==> config.mk <==
export PLATFORM = sky130hd
export DESIGN_NAME = led_matrix_bcm_driver
export DESIGN_NICKNAME = d
export VERILOG_FILES = /design/src/rtl/led_matrix_bcm_driver.sv
export SDC_FILE = /design/constraint.sdc
export NUM_CORES = 1
export LEC_CHECK = 0
export ABC_AREA = 1
export ABC_CLOCK_PERIOD_IN_PS = 5000
export CAP_MARGIN = 20
export CORE_MARGIN = 2
export CORE_UTILIZATION = 60
export CTS_CLUSTER_DIAMETER = 30
export DETAILED_ROUTE_END_ITERATION = 12
export DONT_BUFFER_PORTS = 1
export PLACE_DENSITY = 0.76
export SETUP_SLACK_MARGIN = 0.1
export SLEW_MARGIN = 20
export SYNTH_ARGS = -nofsm -noshare
export SYNTH_HDL_FRONTEND = slang
export SYNTH_SLANG_ARGS = --single-unit
==> constraint.sdc <==
create_clock -name clk_in -period 5 [get_ports clk_in]
set_input_delay 0.75 -clock clk_in [delete_from_list [all_inputs] [get_ports clk_in]]
set_output_delay 0.75 -clock clk_in [all_outputs]
set_load 0.01 [all_outputs]
==> src/rtl/led_matrix_bcm_driver.sv <==
// HUB75 scan driver with binary-code-modulated colour: shifts one bit-plane per pass,
// latches it, then lights the row for an on-time weighted by the plane's binary significance.
module led_matrix_bcm_driver #(
    parameter int NUM_ROWS       = 32,
    parameter int NUM_COLS       = 64,
    parameter int COLOUR_DEPTH   = 4,
    parameter int CLK_DIV        = 50,
    parameter int BASE_ON_CYCLES = 64,
    parameter int ROW_W          = $clog2(NUM_ROWS / 2),
    parameter int COL_W          = $clog2(NUM_COLS)
) (
    input  logic                      clk_in,
    input  logic                      n_reset_in,
    input  logic                      enable_in,
    output logic                      pix_rd_en_out,
    output logic [ROW_W-1:0]          pix_row_out,
    output logic [COL_W-1:0]          pix_col_out,
    input  logic [3*COLOUR_DEPTH-1:0] pix_top_in,
    input  logic [3*COLOUR_DEPTH-1:0] pix_bot_in,
    output logic [2:0]                rgb_top_out,
    output logic [2:0]                rgb_bot_out,
    output logic                      bit_clk_out,
    output logic                      latch_enable_out,
    output logic                      output_enable_out,
    output logic [ROW_W-1:0]          addr_out,
    output logic                      busy_out,
    output logic                      frame_done_out
);

    localparam int PLANE_W   = (COLOUR_DEPTH > 1) ? $clog2(COLOUR_DEPTH) : 1;
    localparam int MAX_ON    = BASE_ON_CYCLES << (COLOUR_DEPTH - 1);
    localparam int TIMER_MAX = (MAX_ON > CLK_DIV) ? MAX_ON : CLK_DIV;
    localparam int TIMER_W   = $clog2(TIMER_MAX + 1);

    localparam logic [TIMER_W-1:0] DIV_LAST   = TIMER_W'(CLK_DIV - 1);
    localparam logic [TIMER_W-1:0] BASE_T     = TIMER_W'(BASE_ON_CYCLES);
    localparam logic [ROW_W-1:0]   ROW_LAST   = ROW_W'(NUM_ROWS / 2 - 1);
    localparam logic [COL_W-1:0]   COL_LAST   = COL_W'(NUM_COLS - 1);
    localparam logic [PLANE_W-1:0] PLANE_LAST = PLANE_W'(COLOUR_DEPTH - 1);

    typedef enum logic [2:0] {
        IDLE,
        FETCH,
        CLK_LO,
        CLK_HI,
        BLANK,
        LATCH,
        DISPLAY
    } state_t;

    state_t             state_reg, state_next;
    logic [ROW_W-1:0]   row_reg, row_next;
    logic [COL_W-1:0]   col_reg, col_next;
    logic [PLANE_W-1:0] plane_reg, plane_next;
    logic [TIMER_W-1:0] timer_reg, timer_next;
    logic [2:0]         rgb_top_reg, rgb_bot_reg;
    logic [ROW_W-1:0]   addr_reg;

    logic [TIMER_W-1:0] on_last;
    logic               div_done;
    logic               on_done;
    logic               frame_end;
    logic [2:0]         top_sel, bot_sel;

    assign on_last   = (BASE_T << plane_reg) - TIMER_W'(1);
    assign div_done  = (timer_reg == DIV_LAST);
    assign on_done   = (state_reg == DISPLAY) && (timer_reg == on_last);
    assign frame_end = on_done && (plane_reg == PLANE_LAST) && (row_reg == ROW_LAST);

    // Pick bit [plane] out of each colour channel; channel 2 is R, 0 is B.
    genvar gi;
    generate
        for (gi = 0; gi < 3; gi++) begin : g_chan
            logic [COLOUR_DEPTH-1:0] top_ch;
            logic [COLOUR_DEPTH-1:0] bot_ch;
            assign top_ch      = pix_top_in[gi*COLOUR_DEPTH +: COLOUR_DEPTH];
            assign bot_ch      = pix_bot_in[gi*COLOUR_DEPTH +: COLOUR_DEPTH];
            assign top_sel[gi] = top_ch[plane_reg];
            assign bot_sel[gi] = bot_ch[plane_reg];
        end
    endgenerate

    always_comb begin
        state_next = state_reg;
        row_next   = row_reg;
        col_next   = col_reg;
        plane_next = plane_reg;
        timer_next = '0;
        case (state_reg)
            IDLE: begin
                if (enable_in) begin
                    state_next = FETCH;
                    row_next   = '0;
                    col_next   = '0;
                    plane_next = '0;
                end
            end
            FETCH: state_next = CLK_LO;
            CLK_LO: begin
                if (div_done) state_next = CLK_HI;
                else          timer_next = timer_reg + TIMER_W'(1);
            end
            CLK_HI: begin
                if (!div_done) begin
                    timer_next = timer_reg + TIMER_W'(1);
                end else if (col_reg != COL_LAST) begin
                    col_next   = col_reg + COL_W'(1);
                    state_next = FETCH;
                end else begin
                    col_next   = '0;
                    state_next = BLANK;
                end
            end
            BLANK: state_next = LATCH;
            LATCH: state_next = DISPLAY;
            DISPLAY: begin
                if (!on_done) begin
                    timer_next = timer_reg + TIMER_W'(1);
                end else if (plane_reg != PLANE_LAST) begin
                    plane_next = plane_reg + PLANE_W'(1);
                    state_next = FETCH;
                end else if (row_reg != ROW_LAST) begin
                    plane_next = '0;
                    row_next   = row_reg + ROW_W'(1);
                    state_next = FETCH;
                end else begin
                    // enable_in is only consulted here, so a frame always runs to completion
                    plane_next = '0;
                    row_next   = '0;
                    state_next = enable_in ? FETCH : IDLE;
                end
            end
            default: state_next = IDLE;
        endcase
    end

    always_ff @(posedge clk_in) begin
        if (!n_reset_in) begin
            state_reg   <= IDLE;
            row_reg     <= '0;
            col_reg     <= '0;
            plane_reg   <= '0;
            timer_reg   <= '0;
            rgb_top_reg <= '0;
            rgb_bot_reg <= '0;
            addr_reg    <= '0;
        end else begin
            state_reg <= state_next;
            row_reg   <= row_next;
            col_reg   <= col_next;
            plane_reg <= plane_next;
            timer_reg <= timer_next;
            // Read data arrives during the first low-phase cycle; capture it before the rising edge.
            if (state_reg == CLK_LO && timer_reg == '0) begin
                rgb_top_reg <= top_sel;
                rgb_bot_reg <= bot_sel;
            end else if (state_next == BLANK) begin
                rgb_top_reg <= '0;
                rgb_bot_reg <= '0;
            end
            // Row select moves only while latching; parked at 0 once the driver goes idle.
            if (state_next == LATCH)     addr_reg <= row_reg;
            else if (state_next == IDLE) addr_reg <= '0;
        end
    end

    assign pix_rd_en_out     = (state_reg == FETCH);
    assign pix_row_out       = row_reg;
    assign pix_col_out       = col_reg;
    assign rgb_top_out       = rgb_top_reg;
    assign rgb_bot_out       = rgb_bot_reg;
    assign bit_clk_out       = (state_reg == CLK_HI);
    assign latch_enable_out  = (state_reg == LATCH);
    assign output_enable_out = (state_reg == DISPLAY);
    assign addr_out          = addr_reg;
    assign busy_out          = (state_reg != IDLE);
    assign frame_done_out    = frame_end;

endmodule

Figure 1. Sequential cells coloured by netlist name (run 1).
Drawn at 8 px/um. Other sequential cells in the stronger grey, the rest of the logic in the fainter grey.
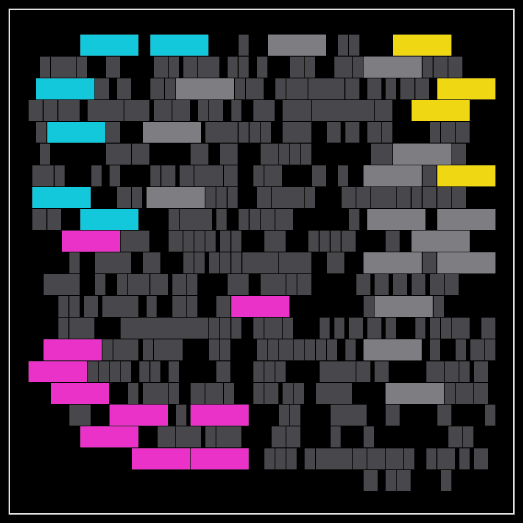
- magenta: timer_reg (placed flops 10; where bottom left)
- yellow: addr_out (placed flops 4; where top right)
- cyan: pix_col_out (placed flops 6; where top left)

Figure 2. Routing congestion (run 1).
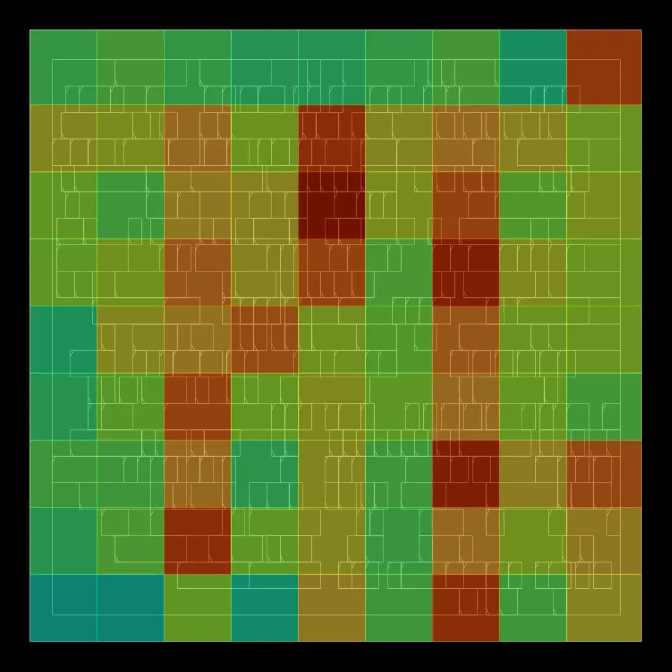
GRT Total Usage: 23.7%
global routing's busiest layer: met2
M2 GR Usage: 40.2%
Util after Layout: 66.1%

==> results.txt, run 1 <==
impl run done, here's what came out: crit-path max FO 17, via count 1861, routed wire length 4350 um, Vias/cell 5.30, EDFF count, synth 0, post-CTS setup buffer count 0, R2R depth 14, reg-to-reg startpoint plane_reg[0], clock latency on the worst-skew pair 0.34 ns, type of the most critical hold path flip-flop to flip-flop, drt drc 0, clk slew on worst S/H paths 0.11 ns, area leader, netlist dfxtp_1, Pwr per Cell Area 275 nW/um2, Die H 62.9 um, count leader, synth nor2_1, post-synth area from yosys stat 2080 um2, Chip Width around 63 um, n_diodes 0, endpoint type of the worst setup path output pin, fraction of layout cells with a size suffix above 1 between 10 and 15%, CP Launch Type flip-flop, Final setup violation count 0, DRT iter0 DRCs 103, top cells by area, synth dfxtp_1 34%, nor2_1 9.2%, nand2_1 7.8%, nand3_1 5.8%, ha_1 5.4%, GP Congestion 0.832, critical path arrival 2.28 ns, Detailed Routing Iterations Pass 1 4, clock root cell clkbuf_4, largest net degree at the start of global routing 18, synthesis-to-layout area growth 5.95%, slew margin rel. 66.4%, initial antenna violation count 0, Worst Path Required 4.25 ns, Least-Margin Pin Slew 0.503 ns, post-synth top area share 33.7%, NumNets Final around 340, total clock sinks 35, cts hold-fix bufs 0, die area 3960 um2, VDD IR-drop max 173 uV, setup TNS 0 ns, Synth Flop Type dfxtp_1, Commonest cells post-synth 51 x nor2_1, 43 x nand2_1, 35 x dfxtp_1, TritonCTS buffer count 5, Synth Cell Area 2080 um2, final hold vios 0, CTS HTree Levels 2, Synth Seq Share 33.7%, Routed Antenna Nets 0, final slew viol count 0, r2r setup slk about 2.5 ns, FP Util 62.4%, P_leak 0.878 nW, maxcap violations 0, syn avg cell area 6.91 um2, Detailed Place HPWL 3210 um, post-synth net total 337, Tot Pwr roughly 0.0006 W, Longest Clk Path Bufs 2, R2R Path End rgb_top_out[0], Core Region 3340 um2, fmax 330 MHz, post_cts resized 0, total grt overflow 0, final worst path period need 3.03 ns, ys cells 301, crit path to frame_done_out, outcome complete, no violations, vias in the first global route about 1800, launch point of the worst path plane_reg[0], first-pass GRT wire length 7620 um, cycle use final 60.6%, # rows 21, Buffers on Ports 0, max reg flops 10, Clock Skew just under 0.009 ns, Synth warnings 0, RSZ-0062 raised after global routing no, WL/cell between 10 and 15 um, WS Path Type flip-flop to output pin, IO Count 53, CTS tree yes, cell count after synthesis 301, Fillers 303, number of synthesized register bits 35, Synth async-reset ratio 0%, count of tool warnings 31
Figure 3. Signal wires by layer (run 1).
Drawn at 8 px/um. Two of the layers only.
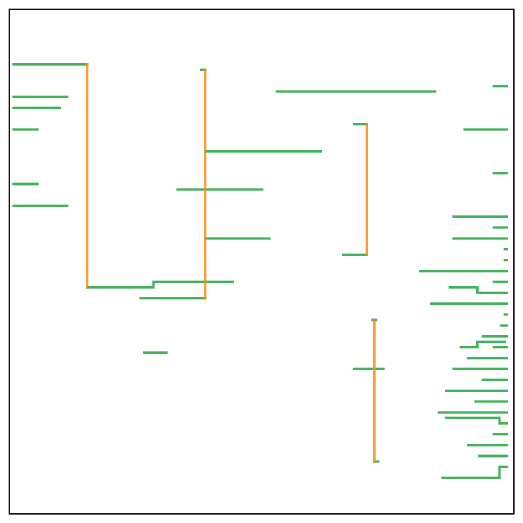
- orange: M4 (wire length 90.4 um)
- green: M3 (wire length 253 um)

[run 1: cells by family after synthesis]
kind of cell	synth area share, %
AOI/OAI and AO/OA	13.0
xor gates and xnor gates	3.79
adders and majority gates	5.41
buffers and inverters	7.22
DFF	33.7
and+or+nand+nor	36.9
[run 1: how the worst min path moves through the flow]
stage | from | endpoint | slack [ns] | cells after the start
CTS | timer_reg[0] | timer_reg[0] | 0.50 | 1
detailed placement | timer_reg[0] | timer_reg[0] | 0.47 | 1
global route | n_reset_in | state_reg[2] | 0.51 | 2
global placement | timer_reg[0] | timer_reg[0] | 0.46 | 1
floorplan | timer_reg[0] | timer_reg[0] | 0.44 | 1
finish | timer_reg[0] | timer_reg[0] | 0.49 | 1
[run 1: layout by cell type (no fill, tap or decap), drive strengths merged, types with 2 or more instances in the layout]
master   n
a21oi   21
clkbuf   5
clkinv   3
dfxtp   35
ha       9
inv     35
nand2   49
nand3   29
nand3b   2
nand4    2
nor2    60
nor3     7
nor3b    3
o21ai   23
o22ai    6
or2      3
xnor2    2
xor2     7
[run 1: power breakdown]
part / internal (W) / switching (W)
clock: 0.000105 / 0.0000998
combinational: 0.0000332 / 0.0000601
sequential: 0.000289 / 0.0000185
[run 1: through the flow]
step / utilization (%) / setup WS (ns) / hold WS (ns) / cells / cell area [um2]
after floorplan: - / 2.75 / 0.445 / 301 / 2080
after global placement: 63.6 / 2.42 / 0.465 / 343 / 2120
after detailed placement: 63.6 / 2.34 / 0.470 / 343 / 2120
after CTS: 66.1 / 1.96 / 0.496 / 351 / 2200
after global routing: 66.1 / 1.67 / 0.507 / 351 / 2200
final: 66.1 / 1.97 / 0.494 / 351 / 2200
[run 1: layout make-up]
type	count	area (um2)	area share, %
Tap cell	46	57.6	2.61
Clock buffer	5	37.5	1.70
Clock inverter	3	43.8	1.99
Sequential cell	35	701	31.8
Inverter	36	135	6.13
Multi-Input combinational cell	226	1230	55.8
[run 1: worst max-delay path, cell delays in order (launching register included)]
cell and delay (ns):
dfxtp_1 0.64, inv_1 0.31, ha_1 0.30, nand2_1 0.06, inv_1 0.03, nor2_1 0.09, nand2_1 0.07, nor2_2 0.10
nand3_1 0.10, nor2_1 0.24
[run 1: layer usage]
metal / routed length, um / track usage (%) / vias to the layer above
met5: 0 / 0 / -
met1: 2050 / 27.8 / 805
met4: 90 / 9.72 / 0
li1: - / - / 992
met3: 253 / 7.03 / 10
met2: 1960 / 40.2 / 54
Figure 4. The metal 3 layer (run 1).
Drawn at 6 px/um. Cells faint in the background.
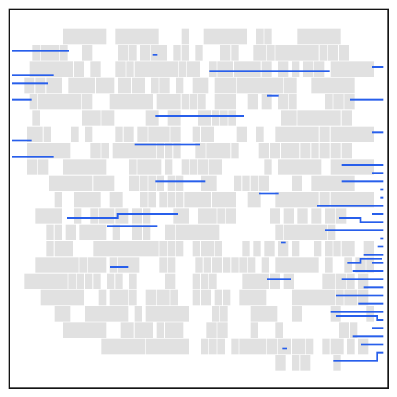

==> inputs of run 2 (changes only) <==
Settings changed: ABC_CLOCK_PERIOD_IN_PS 5000 to 3100.
Clock period 5 ns to 3.1 ns, I/O delays scaled along.
Figure 5. The metal 3 layer (run 2).
Drawn at 6 px/um. Cells faint in the background.
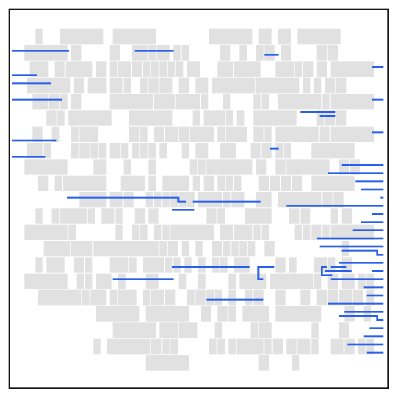
- share of all routed wire: 6.3%
- wire length on this layer: 281 um
- nets with wire on the layer: 41

==> run 2 against run 1 <==
Against the previous run: non-clock buffer count unchanged; synthesized cell count unchanged; combinational power up 64%; utilization is essentially flat; power increased by 63%; clock-buffer cell count unchanged; die area unchanged; critical path depth did not move; wire length is 2.5% higher; clock power grew 65%; sequential cell count is the same; register-to-register slack got worse by 1.7 ns; critical path type unchanged; largest power group unchanged.
==> results.txt, run 2 <==
impl run done, here's what came out: outcome complete, no violations (unchanged), NumNets Final 340 (unchanged), Synth Flop Type dfxtp_1 (unchanged), post-CTS setup buffer count 0 (unchanged), CTS HTree Levels 2 (unchanged), Clock Power Share 34.2% (was 33.8%), cycle use final 83.5%, Chip Width 62.9 um (unchanged), # rows 21 (unchanged), post-synth net total 337 (unchanged), clock latency on the worst-skew pair 0.35 ns (was 0.34 ns), post-synth area from yosys stat 2080 um2 (unchanged), total grt overflow 0 (unchanged), crit-path max FO 17 (unchanged), type of the most critical hold path input pin to flip-flop (was flip-flop to flip-flop), Commonest cells post-synth 51 x nor2_1, 43 x nand2_1, 35 x dfxtp_1 (unchanged), Hold WS 0.214 ns (was 0.494 ns), Vias/cell 5.42 (was 5.30), setup TNS 0 ns (unchanged), Longest Clk Path Bufs 2 (unchanged), critical path arrival 2.12 ns (was 2.28 ns), largest net degree at the start of global routing 18 (unchanged), IO Count 53 (unchanged), WL/cell 12.7 um (was 12.4 um), post-route cell area 2210 um2 (was 2200 um2), sw frac 30.1% (was 29.4%), n_diodes 0 (unchanged), Final Non-Filler Cells 351 (unchanged), count of tool warnings 31 (unchanged), Clock Skew 0.0114 ns (was 0.00890 ns), DP Area 2120 um2 (unchanged), Worst Path Required 2.63 ns (was 4.25 ns), register area 702 um2 (was 701 um2), Fillers 316 (was 303), FP Util 62.4% (unchanged), ys cells 301 (unchanged), Seq pwr share 50.3% (was 50.8%), Routed Antenna Nets 0 (unchanged), final worst path period need 2.59 ns, WS Path Type flip-flop to output pin (unchanged), Synth warnings 0 (unchanged)
-- run 2: routing by layer --
layer,global-route usage [%],vias up,part of all wire [%]
met5,0,-,0
li1,-,984,-
met3,7.57,8,6.3
met4,9.72,0,1.8
met2,43.5,55,47
met1,27.9,854,45
-- run 2: cell families (layout without fill, tap and decap cells) --
family	after synthesis	count (layout)	share of synthesized area, %
XOR/XNOR	9	9	3.79
AND-OR/OR-AND	51	51	13.0
adder cells (fa/ha/maj)	9	9	5.41
AND/OR/NAND/NOR	157	157	36.9
flip-flops	35	35	33.7
buffers and inverters	40	44	7.22
-- run 2: power groups by stage --
stage                     clock [W]  combinational (W)  sequential (W)
after global routing       0.000362           0.000178        0.000501
after detailed placement          0           0.000151        0.000507
after global placement            0           0.000148        0.000506
after CTS                  0.000344           0.000153        0.000496
after floorplan                   0           0.000129        0.000498
final                      0.000339           0.000153        0.000497
-- run 2: critical path, stage by stage, from the launching register on --
cell and delay [ns]:
dfxtp_2 0.52, inv_1 0.25, ha_1 0.29, nand2_1 0.08, inv_1 0.04, nor2_1 0.09, nand2_1 0.06, nor2_2 0.09
nand3_1 0.10, nor2_1 0.25
-- run 2: worst paths after layout --
| check | slack [ns] | end | cells past startpoint | startpoint |
|---|---|---|---|---|
| max reg2reg | 0.83 | rgb_bot_out[2] | 14 | plane_reg[0] |
| max | 0.51 | frame_done_out | 9 | plane_reg[0] |
| min reg2reg | 0.50 | timer_reg[0] | 1 | timer_reg[0] |
| min | 0.21 | state_reg[2] | 2 | n_reset_in |
-- run 2: metrics by stage --
stage	utilization, %	worst slack, ns
after floorplan	-	1.13
after global placement	63.6	0.746
after detailed placement	63.6	0.684
after CTS	66.1	0.300
after global routing	66.1	0.337
final	66.1	0.510
-- run 2: final cells by class --
cell class	instances	area share (%)
Sequential cell	35	31.8
Inverter	36	6.13
Clock inverter	3	1.99
Tap cell	46	2.61
Clock buffer	5	1.70
Multi-Input combinational cell	226	55.8
Power and IR drop assume default switching activity.
